run_1/port_nets.png
Bar = 50 um.
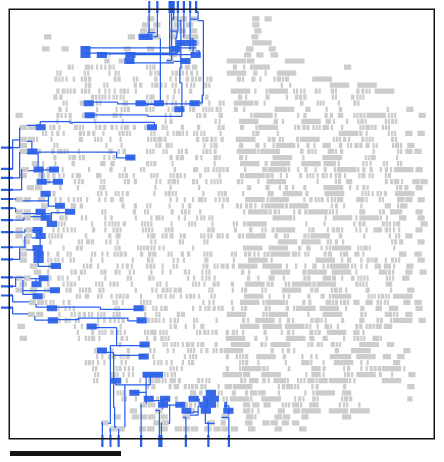
run_1/met1.png
Bar = 50 um. Supply wires on this layer in gray.
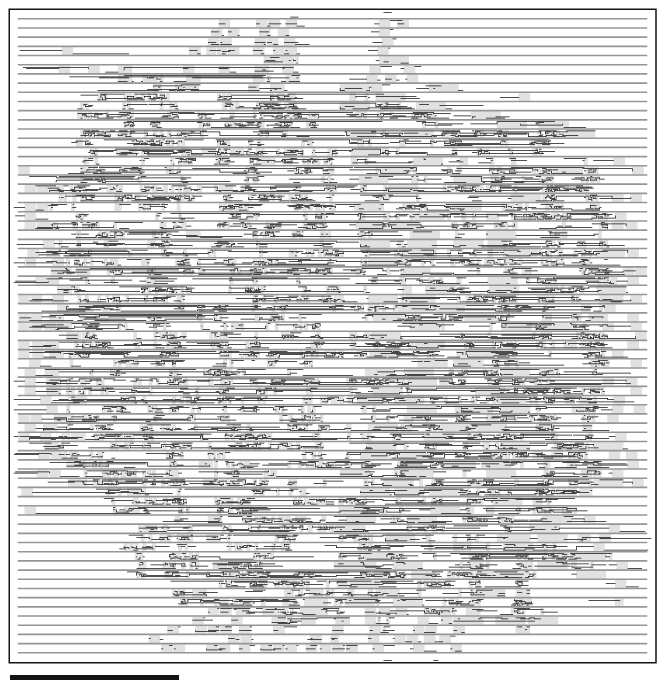
run_1/final_congestion.png
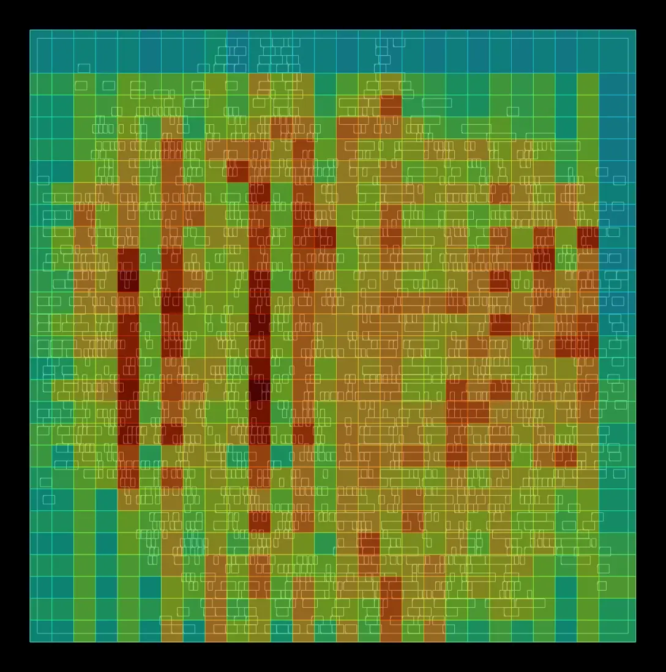
run_1/metal_stack.png
Two of the layers only.
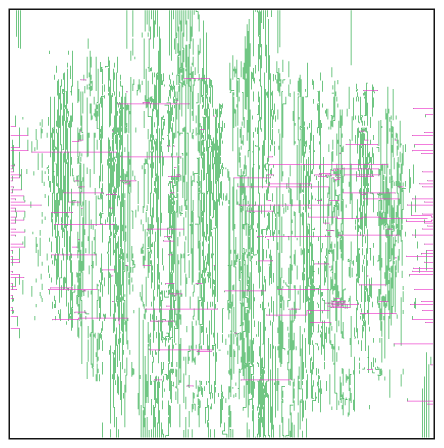
==> config.mk <==
export PLATFORM = sky130hd
export DESIGN_NAME = pc_redirect_unit
export DESIGN_NICKNAME = d
export VERILOG_FILES = /design/src/rtl/pc_redirect_unit.sv
export SDC_FILE = /design/constraint.sdc
export NUM_CORES = 1
export LEC_CHECK = 0
export ABC_AREA = 1
export CELL_PAD_IN_SITES_DETAIL_PLACEMENT = 0
export CELL_PAD_IN_SITES_GLOBAL_PLACEMENT = 1
export CORE_AREA = 2 2 189 191
export CTS_BUF_LIST = sky130_fd_sc_hd__clkbuf_16
export DETAILED_ROUTE_END_ITERATION = 8
export DIE_AREA = 0 0 191 193
export GPL_TIMING_DRIVEN = 0
export PLACE_DENSITY = 0.72
export SYNTH_ARGS = -nofsm -noshare
export SYNTH_HDL_FRONTEND = slang
export SYNTH_SLANG_ARGS = --single-unit
==> constraint.sdc <==
create_clock -name clk -period 4.1 [get_ports clk]
set_input_delay 0.41 -clock clk [delete_from_list [all_inputs] [get_ports clk]]
set_output_delay 0.41 -clock clk [all_outputs]
set_load 0.02 [all_outputs]
==> src/rtl/pc_redirect_unit.sv <==
// pc_redirect_unit: fetch-PC generator with branch/JAL/JALR redirect, flush and misalignment handling
// Ports:
//   clk, rst_n                 clock and asynchronous active-low reset
//   ex_valid, ex_is_branch,
//   ex_is_jal, ex_is_jalr      EX stage instruction class
//   branch_out                 comparator result for conditional branches
//   ex_pc, ex_imm, ex_rs1      operands for target computation
//   stall                      freezes sequential PC advance
//   if_ready                   fetch accepts pc this cycle
//   pc, pc_valid               registered fetch address and its validity
//   redirect, flush            redirect pulse and wrong-path squash
//   misalign_exc, misalign_addr  misaligned taken target pulse and captured address
module pc_redirect_unit #(
    parameter logic [31:0] RESET_PC     = 32'h0000_0000,
    parameter int          FLUSH_CYCLES = 2
) (
    input  logic        clk,
    input  logic        rst_n,
    input  logic        ex_valid,
    input  logic        ex_is_branch,
    input  logic        ex_is_jal,
    input  logic        ex_is_jalr,
    input  logic        branch_out,
    input  logic [31:0] ex_pc,
    input  logic [31:0] ex_imm,
    input  logic [31:0] ex_rs1,
    input  logic        stall,
    input  logic        if_ready,
    output logic [31:0] pc,
    output logic        pc_valid,
    output logic        redirect,
    output logic        flush,
    output logic        misalign_exc,
    output logic [31:0] misalign_addr
);
    typedef enum logic [1:0] {RUN, HOLD, FLUSH} state_t;
    localparam logic [2:0] FC1 = 3'(FLUSH_CYCLES - 1);
    state_t      state;
    logic [2:0]  count;
    logic [31:0] hold_tgt;
    logic [31:0] target;
    logic [31:0] seq_pc;
    logic        take;
    logic        aligned;
    logic        run_take;
    always_comb begin
        target       = ex_is_jalr ? ((ex_rs1 + ex_imm) & ~32'h1) : ex_pc + ex_imm;
        take         = ex_valid & (ex_is_jalr | ex_is_jal | (ex_is_branch & branch_out));
        aligned      = target[1:0] == 2'b00;
        seq_pc       = (!stall && if_ready) ? pc + 32'd4 : pc;
        // EX takes are only honoured in RUN; HOLD and FLUSH see wrong-path or ignored EX
        run_take     = (state == RUN) & take & aligned;
        // gated by rst_n so all pulses read low while reset is held
        redirect     = rst_n & ((state == HOLD) ? if_ready : run_take & if_ready);
        flush        = rst_n & ((state != RUN) | run_take);
        misalign_exc = rst_n & (state == RUN) & take & ~aligned;
        pc_valid     = state != HOLD;
    end
    always_ff @(posedge clk or negedge rst_n) begin
        if (!rst_n) begin
            pc            <= RESET_PC;
            state         <= RUN;
            count         <= 3'd0;
            hold_tgt      <= 32'd0;
            misalign_addr <= 32'd0;
        end else begin
            case (state)
                RUN: begin
                    if (run_take && if_ready) begin
                        pc    <= target;
                        count <= FC1;
                        state <= (FC1 == 3'd0) ? RUN : FLUSH;
                    end else if (run_take) begin
                        hold_tgt <= target;
                        state    <= HOLD;
                    end else begin
                        pc <= seq_pc;
                        if (misalign_exc) misalign_addr <= target;
                    end
                end
                HOLD: begin
                    if (if_ready) begin
                        pc    <= hold_tgt;
                        count <= FC1;
                        state <= (FC1 == 3'd0) ? RUN : FLUSH;
                    end
                end
                FLUSH: begin
                    pc    <= seq_pc;
                    count <= count - 3'd1;
                    if (count <= 3'd1) state <= RUN;
                end
                default: state <= RUN;
            endcase
        end
    end
endmodule

==> flow_summary.ini, run 1 <==
; flow metrics
[status]
outcome = finished, final reports clean

[synthesis]
xor_share_pct = 1.53
synth-adder-area-share_pct = 8.67
synthFlopType = dfrtp_1
yosysMostFrequentCell = nand2_1
common_cells = nand2_1, inv_1, nor2_1
synthesis.nets = 1906
edf_count = 0
yosys_cells = 1731
synth_seq_share_pct = 24.6
syn-cell-area_um2 = 10300
ys.warnings.count = 0
top_area_share_pct = 24.6
synth-simple-area-share_pct = 40.3
topCombFamilyByArea = simple AND/OR/NAND/NOR gates

[worst_setup_path]
r2r_start = state[0]$_DFFE_PN0P_
critPathMostFrequentCell = clkdlybuf4s50_1
rr_endpoint = pc[5]$_DFFE_PN0P_
crit_arrival_ps = 3460
cp-startpoint = ex_imm[0]
cp.required_ps = 3690
crit_path_end_kind = primary output
ff2ff_path_depth = 11
critPathMaxStageDelay_ps = 710
path_class = primary input to primary output
cp.depth = 9

[final_timing]
finalSetupViolCount = 0
hold_violations = 0
whs_ps = 119
slew_viol_final = 0
slew_headroom_pct = 48.2
worst_slack_ps = 227
worstMarginPinSlew_ps = 778
timing.setup.tns_ps = 0
fin_worst_skew_ps = 6.94

[cts]
root_buffer = clkbuf_16
cts_buffer_depth = 2
cts_max_level = 3
post_cts_buffers = 0
tritoncts = built
clk_pin_slew_worst_paths_ps = 80
ctsResizeCount = 0

[floorplanning]
num_rows = 69
die_w_um = 191
die_area_um2 = 36900
die_h_um = 193
fp_util_pct = 29.4

[final_layout]
lay_top_cells = nand2_1, inv_1, nor2_1
inverters = 272
antenna_cells = 0
sh_comb_area_pct = 51.1
clk_share_pct = 2.27
seq_area_share_pct = 19.6
final_cell_count_no_fill = 2380
final-nonclk-buf-share_pct = 14.6
area_growth_pct = 25.4
postLayoutCoreUtil_pct = 36.8
nets = 2089
largest_class = multi-input combinational cells

[pwr]
power.density_nw_per_um2 = 526
switching_share_pct = 48.5
power_mw = 6.78
power_leakage_nw = 6.58
pg_clk_mw = 0.855
p_sw_mw = 3.29
pg_seq_mw = 2.00
vdd_drop_max_mv = 0.283
power-top-group = combinational cells

[route]
ant_nets = 0
wl_met3_um = 1510
first_iter_violations = 760
dr.max_layer_used = met4
post-route-drc-count = 0

[global_routing]
grt_pass1_wl_um = 61100
antenna_found_initial = 0
grt_max_degree = 56
grt_util_met3_pct = 1.32
grt_pass1_vias = 11100

[flow_run]
cap_violations = 0
About port_nets.png:
legend:
  ex_imm:
    color: blue
    bits: 32
    direction: input
    edge: 14 west, 9 south, 9 north
    end_cells: 66
    wire: 1450 um
I/O pin total: 173
Port Buffer Count: 171

About met1.png:
longest straight run: 73.6 um
nets with wire on the layer: 1953
met1 Use GR: 28.9%
final wirelength: 39200 um
DR vias: 11500

About final_congestion.png:
gr busiest metal: met2
WL/cell: 16.5 um
M2 GR Usage: 37.3%
Tot GR Track Use: 21.6%

About metal_stack.png:
legend:
  met3:
    color: magenta
    wire_length: 1510 um
  met2:
    color: green
    wire_length: 18800 um

run_1/registers.png
Bar = 50 um.
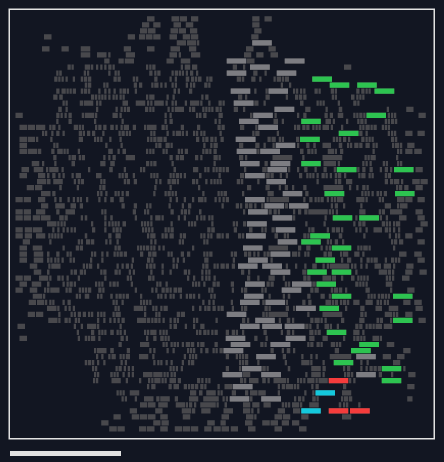

==> inputs of run 2 (changes only) <==
CORE_AREA = 2 2 186 143   (was 2 2 189 191)
DIE_AREA = 0 0 188 145   (was 0 0 191 193)
PLACE_DENSITY = 0.93   (was 0.72)
REMOVE_ABC_BUFFERS = 1   (was default)
run_2/registers.png
Bar = 50 um.
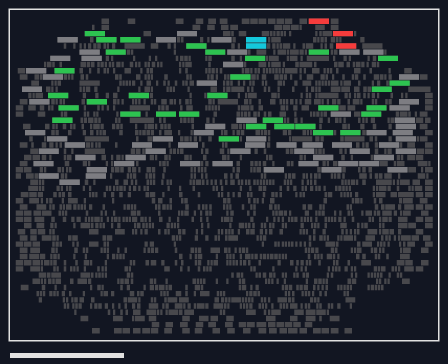
legend:
  pc:
    color: green
    sequential_cells: 32
    where: a horizontal strip, top
  state:
    color: cyan
    sequential_cells: 2
  count:
    color: red
    sequential_cells: 3
not colored: 64
Power Sequential: 1.99 mW
fraction of area in registers: 19.9%
storage element area: 2530 um^2
final core utilization: 49.8%

==> flow_summary.ini, run 2 <==
; flow metrics
[final_timing]
slew_viol_final = 0
slew_headroom_pct = 21.6
fin_worst_skew_ps = 5.11
timing.setup.tns_ps = 0
hold_violations = 0
worst_slack_ps = 182
whs_ps = 52.8

[floorplanning]
num_rows = 51
ios = 173
die_area_um2 = 27300
die_w_um = 188
die_h_um = 145
fp_util_pct = 40.4

[synthesis]
synth_seq_share_pct = 24.6
ys.warnings.count = 0
synth-adder-area-share_pct = 8.67
yosys_cells = 1731
common_cells = nand2_1, inv_1, nor2_1
topCombFamilyByArea = simple AND/OR/NAND/NOR gates
synth-simple-area-share_pct = 40.3
syn-cell-area_um2 = 10300
yosysMostFrequentCell = nand2_1
edf_count = 0
xor_share_pct = 1.53

[global_routing]
antenna_found_initial = 0
grt_util_met3_pct = 6.10
grt_max_degree = 59
grtUsageMet2_pct = 37.4
grt_pass1_vias = 10200
grtUsageTotal_pct = 26.9
grt.met1_usage_pct = 41.4
gr-max-usage-layer = met1

[status]
outcome = finished, final reports clean

[final_layout]
final_cell_count_no_fill = 2233
sh_comb_area_pct = 52.1
clk_share_pct = 2.47
largest_class = multi-input combinational cells
inverters = 272
area_growth_pct = 23.3

[worst_setup_path]
ff2ff_path_depth = 10
path_class = primary input to primary output
cp-startpoint = ex_imm[0]
crit_path_end_kind = primary output
r2r_start = state[0]$_DFFE_PN0P_
crit_arrival_ps = 3510

[route]
vias = 11500
wire_per_inst_um = 16.5
post-route-drc-count = 0
dr.max_layer_used = met4

[pwr]
power.density_nw_per_um2 = 534
power_mw = 6.77
pg_clk_mw = 0.930
power-top-group = combinational cells

[flow_run]
cap_violations = 0

[cts]
root_buffer = clkbuf_16
clk_pin_slew_worst_paths_ps = 70
tritoncts = built
cts_max_level = 3

[placed_design]
io_buffers = 172
==> inputs of run 3 (changes only) <==
CTS_CLUSTER_DIAMETER = 40   (was default)
run_3/registers.png
Bar = 50 um.
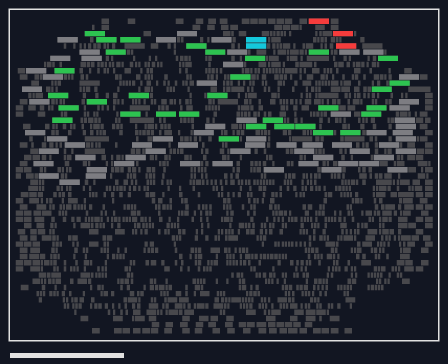
legend:
  count:
    color: red
    sequential_cells: 3
  state:
    color: cyan
    sequential_cells: 2
  pc:
    color: green
    sequential_cells: 32
    where: a horizontal strip, top
not colored: 64

==> flow_summary.ini, run 3 <==
; flow metrics
[final_layout]
area_growth_pct = 23.3
nets = 2060
seqCellArea_um2 = 2530
seq_area_share_pct = 19.9
final-nonclk-buf-share_pct = 14.0
inverters = 272
sh_comb_area_pct = 52.1
clk_share_pct = 2.47
postLayoutCoreUtil_pct = 49.8

[synthesis]
xor_share_pct = 1.53
syn-cell-area_um2 = 10300
top_area_share_pct = 24.6
synth-adder-area-share_pct = 8.67
synthFlopType = dfrtp_1
synth_seq_share_pct = 24.6
yosysMostFrequentCell = nand2_1
yosys_cells = 1731
synth-simple-area-share_pct = 40.3
topCombFamilyByArea = simple AND/OR/NAND/NOR gates
ys.warnings.count = 0
common_cells = nand2_1, inv_1, nor2_1

[floorplanning]
die_h_um = 145
ios = 173
num_rows = 51
die_w_um = 188
die_area_um2 = 27300
fp_util_pct = 40.4

[cts]
cts_max_level = 3
cts_buffer_depth = 2
clk_pin_slew_worst_paths_ps = 70

[worst_setup_path]
cp.depth = 8
ff2ff_path_depth = 10
critPathMostFrequentCell = clkdlybuf4s50_1
critPathMaxStageDelay_ps = 750
r2r_start = state[0]$_DFFE_PN0P_
cp-startpoint = ex_imm[0]
rr_endpoint = pc[13]$_DFFE_PN0P_
cp.required_ps = 3690

[pwr]
p_sw_mw = 3.21
switching_share_pct = 47.5
power.density_nw_per_um2 = 534
power_leakage_nw = 6.55
vdd_drop_max_mv = 0.409
power_mw = 6.77
pg_seq_mw = 1.99

[final_timing]
worstMarginPinSlew_ps = 1170
hold_violations = 0
fin_worst_skew_ps = 5.11
slew_headroom_pct = 21.6
timing.setup.tns_ps = 0
whs_ps = 52.8
worst_slack_ps = 182
finalSetupViolCount = 0

[global_routing]
grt_max_degree = 59
antenna_found_initial = 0
grt_pass1_vias = 10200
grtUsageMet2_pct = 37.4
grt_pass1_wl_um = 57200
gr-max-usage-layer = met1

[route]
wl_met3_um = 3800
first_iter_violations = 1018
drt_wl_total_um = 36800
wire_per_inst_um = 16.5
dr.max_layer_used = met4

[flow_run]
cap_violations = 0

[status]
outcome = finished, final reports clean
Power figures rest on the tool's default switching activity, not on a simulated workload.
